===== config.mk =====
export PLATFORM = sky130hd
export DESIGN_NAME = bypass_scoreboard_unit
export DESIGN_NICKNAME = d
export VERILOG_FILES = /design/src/rtl/bypass_scoreboard_unit.sv
export SDC_FILE = /design/constraint.sdc
export NUM_CORES = 1
export LEC_CHECK = 0
export ABC_AREA = 1
export CAP_MARGIN = 20
export CORE_ASPECT_RATIO = 2
export CORE_UTILIZATION = 40
export CTS_CLUSTER_SIZE = 14
export DETAILED_ROUTE_END_ITERATION = 16
export PLACE_DENSITY = 0.78
export SYNTH_ARGS = -nofsm -noshare
export SYNTH_HDL_FRONTEND = slang
export SYNTH_SLANG_ARGS = --single-unit

===== constraint.sdc =====
create_clock -name clk_i -period 9.9 [get_ports clk_i]
set_clock_uncertainty 0.15 [all_clocks]
set_input_delay 1.98 -clock clk_i [delete_from_list [all_inputs] [get_ports clk_i]]
set_output_delay 1.98 -clock clk_i [all_outputs]
set_load 0.005 [all_outputs]

===== src/rtl/bypass_scoreboard_unit.sv =====
// Operand bypass network with a per-register pending-writer scoreboard.
// Operands are held in a registered issue stage behind a valid/ready handshake.
module bypass_scoreboard_unit #(
  parameter int XLEN        = 32,
  parameter int STAGES      = 3,
  parameter int OPERANDS    = 2,
  parameter int MAX_PENDING = 3
) (
  input  logic                       clk_i,
  input  logic                       rst_i,
  input  logic                       issue_valid_i,
  input  logic [4:0]                 issue_reg_dest_i,
  input  logic [OPERANDS*5-1:0]      reg_src_i,
  input  logic [OPERANDS*XLEN-1:0]   reg_fetch_operand_i,
  input  logic [STAGES*XLEN-1:0]     stage_operand_i,
  input  logic [STAGES*5-1:0]        stage_reg_dest_i,
  input  logic [STAGES-1:0]          stage_valid_i,
  input  logic                       retire_valid_i,
  input  logic [4:0]                 retire_reg_dest_i,
  input  logic                       exec_ready_i,
  output logic                       stall_o,
  output logic                       operand_valid_o,
  output logic [OPERANDS*XLEN-1:0]   operand_o,
  output logic [OPERANDS-1:0]        bypassed_o
);

  localparam int CW = $clog2(MAX_PENDING + 1);
  localparam logic [CW-1:0] MAX_CNT = CW'(MAX_PENDING);

  logic [31:0][CW-1:0]       count_q, count_d;
  logic                      operand_valid_q, operand_valid_d;
  logic [OPERANDS*XLEN-1:0]  operand_q, operand_d;
  logic [OPERANDS-1:0]       bypassed_q, bypassed_d;

  logic [OPERANDS*XLEN-1:0]  sel_operand;
  logic [OPERANDS-1:0]       sel_bypassed;
  logic [OPERANDS-1:0]       hazard;
  logic                      dest_full;
  logic                      accept;
  logic                      retire_underflow;

  // Every in-flight writer must be visible in a forwarding stage before we bypass;
  // otherwise the youngest value may not have been produced yet.
  always_comb begin
    logic [4:0]      src;
    logic [7:0]      pop;
    logic [XLEN-1:0] fwd;
    sel_operand  = '0;
    sel_bypassed = '0;
    hazard       = '0;
    src          = '0;
    pop          = '0;
    fwd          = '0;
    for (int k = 0; k < OPERANDS; k++) begin
      src = reg_src_i[5*k +: 5];
      pop = '0;
      fwd = '0;
      for (int s = STAGES - 1; s >= 0; s--) begin
        if (stage_valid_i[s] && (stage_reg_dest_i[5*s +: 5] == src)) begin
          pop = pop + 8'd1;
          fwd = stage_operand_i[XLEN*s +: XLEN];
        end
      end
      if (src == 5'd0) begin
        sel_operand[XLEN*k +: XLEN] = '0;
      end else if (count_q[src] == '0) begin
        sel_operand[XLEN*k +: XLEN] = reg_fetch_operand_i[XLEN*k +: XLEN];
      end else if (pop == 8'(count_q[src])) begin
        sel_operand[XLEN*k +: XLEN] = fwd;
        sel_bypassed[k]             = 1'b1;
      end else begin
        hazard[k] = 1'b1;
      end
    end
  end

  assign dest_full = (issue_reg_dest_i != 5'd0) && (count_q[issue_reg_dest_i] == MAX_CNT);
  assign stall_o   = issue_valid_i &&
                     ((|hazard) || dest_full || (operand_valid_q && !exec_ready_i));
  assign accept    = issue_valid_i && !stall_o;

  always_comb begin
    operand_valid_d = operand_valid_q;
    operand_d       = operand_q;
    bypassed_d      = bypassed_q;
    if (accept) begin
      operand_valid_d = 1'b1;
      operand_d       = sel_operand;
      bypassed_d      = sel_bypassed;
    end else if (operand_valid_q && exec_ready_i) begin
      operand_valid_d = 1'b0;
    end
  end

  assign count_d[0] = '0;
  for (genvar gi = 1; gi < 32; gi++) begin : g_count
    logic inc, dec;
    assign inc = accept && (issue_reg_dest_i == 5'(gi));
    assign dec = retire_valid_i && (retire_reg_dest_i == 5'(gi)) && (count_q[gi] != '0);
    assign count_d[gi] = count_q[gi] + CW'(inc) - CW'(dec);
  end

  always_ff @(posedge clk_i or posedge rst_i) begin
    if (rst_i) begin
      count_q         <= '0;
      operand_valid_q <= 1'b0;
      operand_q       <= '0;
      bypassed_q      <= '0;
    end else begin
      count_q         <= count_d;
      operand_valid_q <= operand_valid_d;
      operand_q       <= operand_d;
      bypassed_q      <= bypassed_d;
    end
  end

  assign operand_valid_o = operand_valid_q;
  assign operand_o       = operand_q;
  assign bypassed_o      = bypassed_q;

  assign retire_underflow = retire_valid_i && (retire_reg_dest_i != 5'd0) &&
                            (count_q[retire_reg_dest_i] == '0);

  a_no_retire_underflow: assert property (@(posedge clk_i) disable iff (rst_i) !retire_underflow);

endmodule


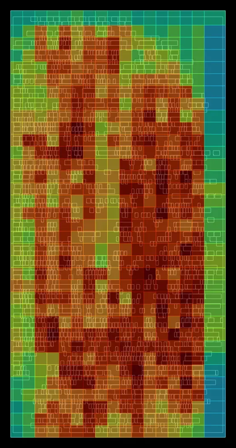
(track usage over the die)
Global Route met2 Usage: 0.6332
fin util: 0.5319
met1 usage: 0.3328
WL per Instance: 21.45 microns

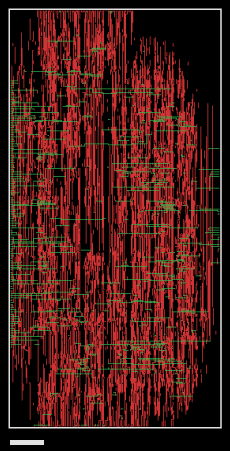
(routed metal, one colour a layer)
Bar = 20 microns. Only two layers are drawn.
- met2: red (wire length 26.7 mm)
- met3: green (wire length 3230 microns)
via count: 13726
gr usage total: 0.3557
final wirelength: 51790 microns

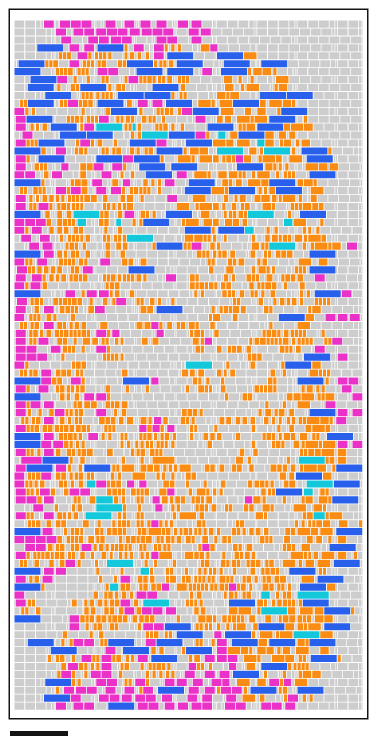
(cells coloured by class)
Bar = 20 microns. Fill, decap, tap and diode cells in grey.
- flip-flops: blue (cells 129)
- other buffers and delay cells: magenta (cells 299)
- clock drivers and dummy loads: cyan (cells 32)
- all other logic: orange (cells 1599)
Seq/total area: 0.2144
# rows: 87
Design Area, Final: 0.01505 sq mm
core area: 0.02830 sq mm

==> metrics.yaml <==
final_timing:
  rsz0062_at_grt: "no"
  fmax_mhz: 123.8
  period_used_share: 0.8161
  finalWorstSetupSlack_ns: 1.820
  slew_violations: 0
critical_path:
  crit_path_cell_trace: "clkdlybuf4s50_1 > buf_4 > inv_2 > o22ai_1 > nor2_1 > nand3_1 > buf_4 > inv_1 > buf_4 > ha_1 > nand4_1 > nand2_1 > nand3_1 > nand2_1 > nor2_1 > nor2_1 > nor2_4 > nor2_1 > clkdlybuf4s50_1"
  cpLargestDelayFamily: "buffers and inverters"
  critPathLaunchType: "primary input"
  max_stage_delay_ns: 0.52
  critical-path-slowest-cell: "clkdlybuf4s50_1"
  worstPathArrival_ns: 5.95
  crit_buf_inv: 7
yosys:
  avgSynthCellArea_sq_um: 6.297
  yosys-stat-cells: 1842
  ys_seq_frac: 0.2783
  yosys.area_share.aoi: 0.1021
  synth.logic.top_family: "simple AND/OR/NAND/NOR gates"
  yosys-top-cells-area: "dfrtp_1 (28%), nand2_1 (19%), nand3_1 (11%), ha_1 (7.1%), inv_1 (6.2%)"
  synth_area_sq_mm: 0.01160
  synth_chip_area_sq_mm: 0.01160
  ys_sh_xor: 0.04757
floorplan:
  die_w_microns: 122.4
  die_h_microns: 242.8
  num_tap_cells: 356
  die_area_sq_mm: 0.02973
layout:
  comb_area_frac: 0.4725
  drive_above_1_share: 0.03691
  num-clock-buffers: 18
  nonClockInverterCount: 201
  largest_class: "multi-input combinational cells"
  seq_cells: 129
  nFillCells: 2819
  syn2layout_area_growth_pct: 29.77
  fin_nets: 2315
detailed_routing:
  m1WireLength_microns: 16440
  drc_errors: 0
  wl_met2_microns: 26700
  first_iter_violations: 1006
  viasPerCell: 5.684
  met3_length_microns: 3234
clocking:
  cts_hold_buf: 0
  cts.reportedPaths.clkPinSlew_ns: 0.07
  clockBufferDepth: 2
  clockRootBuffer: "clkbuf_16"
  cts_buffers: 17
  clock.latency.late_pin_ns: 0.46
  post-cts-setup-buffer-count: 0
placement:
  dp_hpwl_microns: 39400
  place.gp.congestion: 1.030
power_and_ir_drop:
  powerComb_mw: 1.28
  netSwitchingPower_mw: 1.223
  power_top_consumer: "combinational logic"
  power_density_mw_per_mm2: 192.2
  internal_power_mw: 1.670
  p_clk_uw: 643
  clockPowerShare: 0.222
  p_seq_frac: 0.334
  p_comb_frac: 0.444
  power.leakage_nw: 7.592
run:
  maxCapViolations: 0
run_status:
  status: "completed"
global_routing:
  grt_pass1_vias: 13891
  antenna_found_initial: 0
  grt_first_pass_wirelength_microns: 78380
hold_path:
  min_path_type: "reg -> reg"
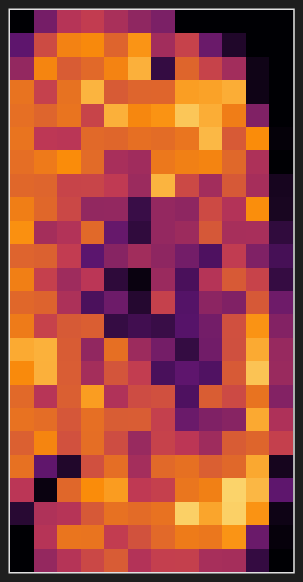
(placement density heat map)
The die is cut into 12 by 24 equal tiles; black is low, pale yellow is high, 0 to 100% covered.
- mean over tiles: 49%
- fullest tile: 91%
- tiles over 75% full: 12%
- nearly empty tiles: 5.9%
FP Util: 0.4099

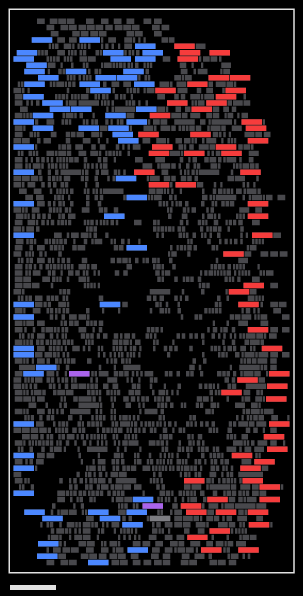
(register map, names as in the netlist)
Bar = 20 microns.
- `bypassed_o`: purple (sequential cells 2)
- `count_q`: red (sequential cells 62)
- `operand_o`: blue (sequential cells 64)
- not coloured: 1
P_seq: 966 uW
flip-flop and latch area: 0.003228 sq mm

==> final timing paths <==
| kind | slack, ns | from | to |
|---|---|---|---|
| hold reg to reg | 0.33 | operand_o[25] | operand_o[25] |
| hold / removal | 0.33 | operand_o[25] | operand_o[25] |
| setup reg to reg | 5.28 | count_q[15] | count_q[45] |
| min in group asynchronous | 1.87 | rst_i | operand_o[28] |
| max in group asynchronous | 6.51 | rst_i | count_q[62] |
| setup / recovery | 1.82 | reg_src_i[0] | stall_o |
==> per-stage QoR <==
stage / instance area [sq um] / instances / hold WS [ns]
floorplan: 11600 / 1842 / 0.3151
global placement: 14460 / 2382 / 0.3133
detailed placement: 14460 / 2382 / 0.3142
CTS: 15030 / 2414 / 0.3322
global route: 15050 / 2415 / 0.3545
finish: 15050 / 2415 / 0.3291
No activity file was given, so power comes from the tool's default toggle rates.
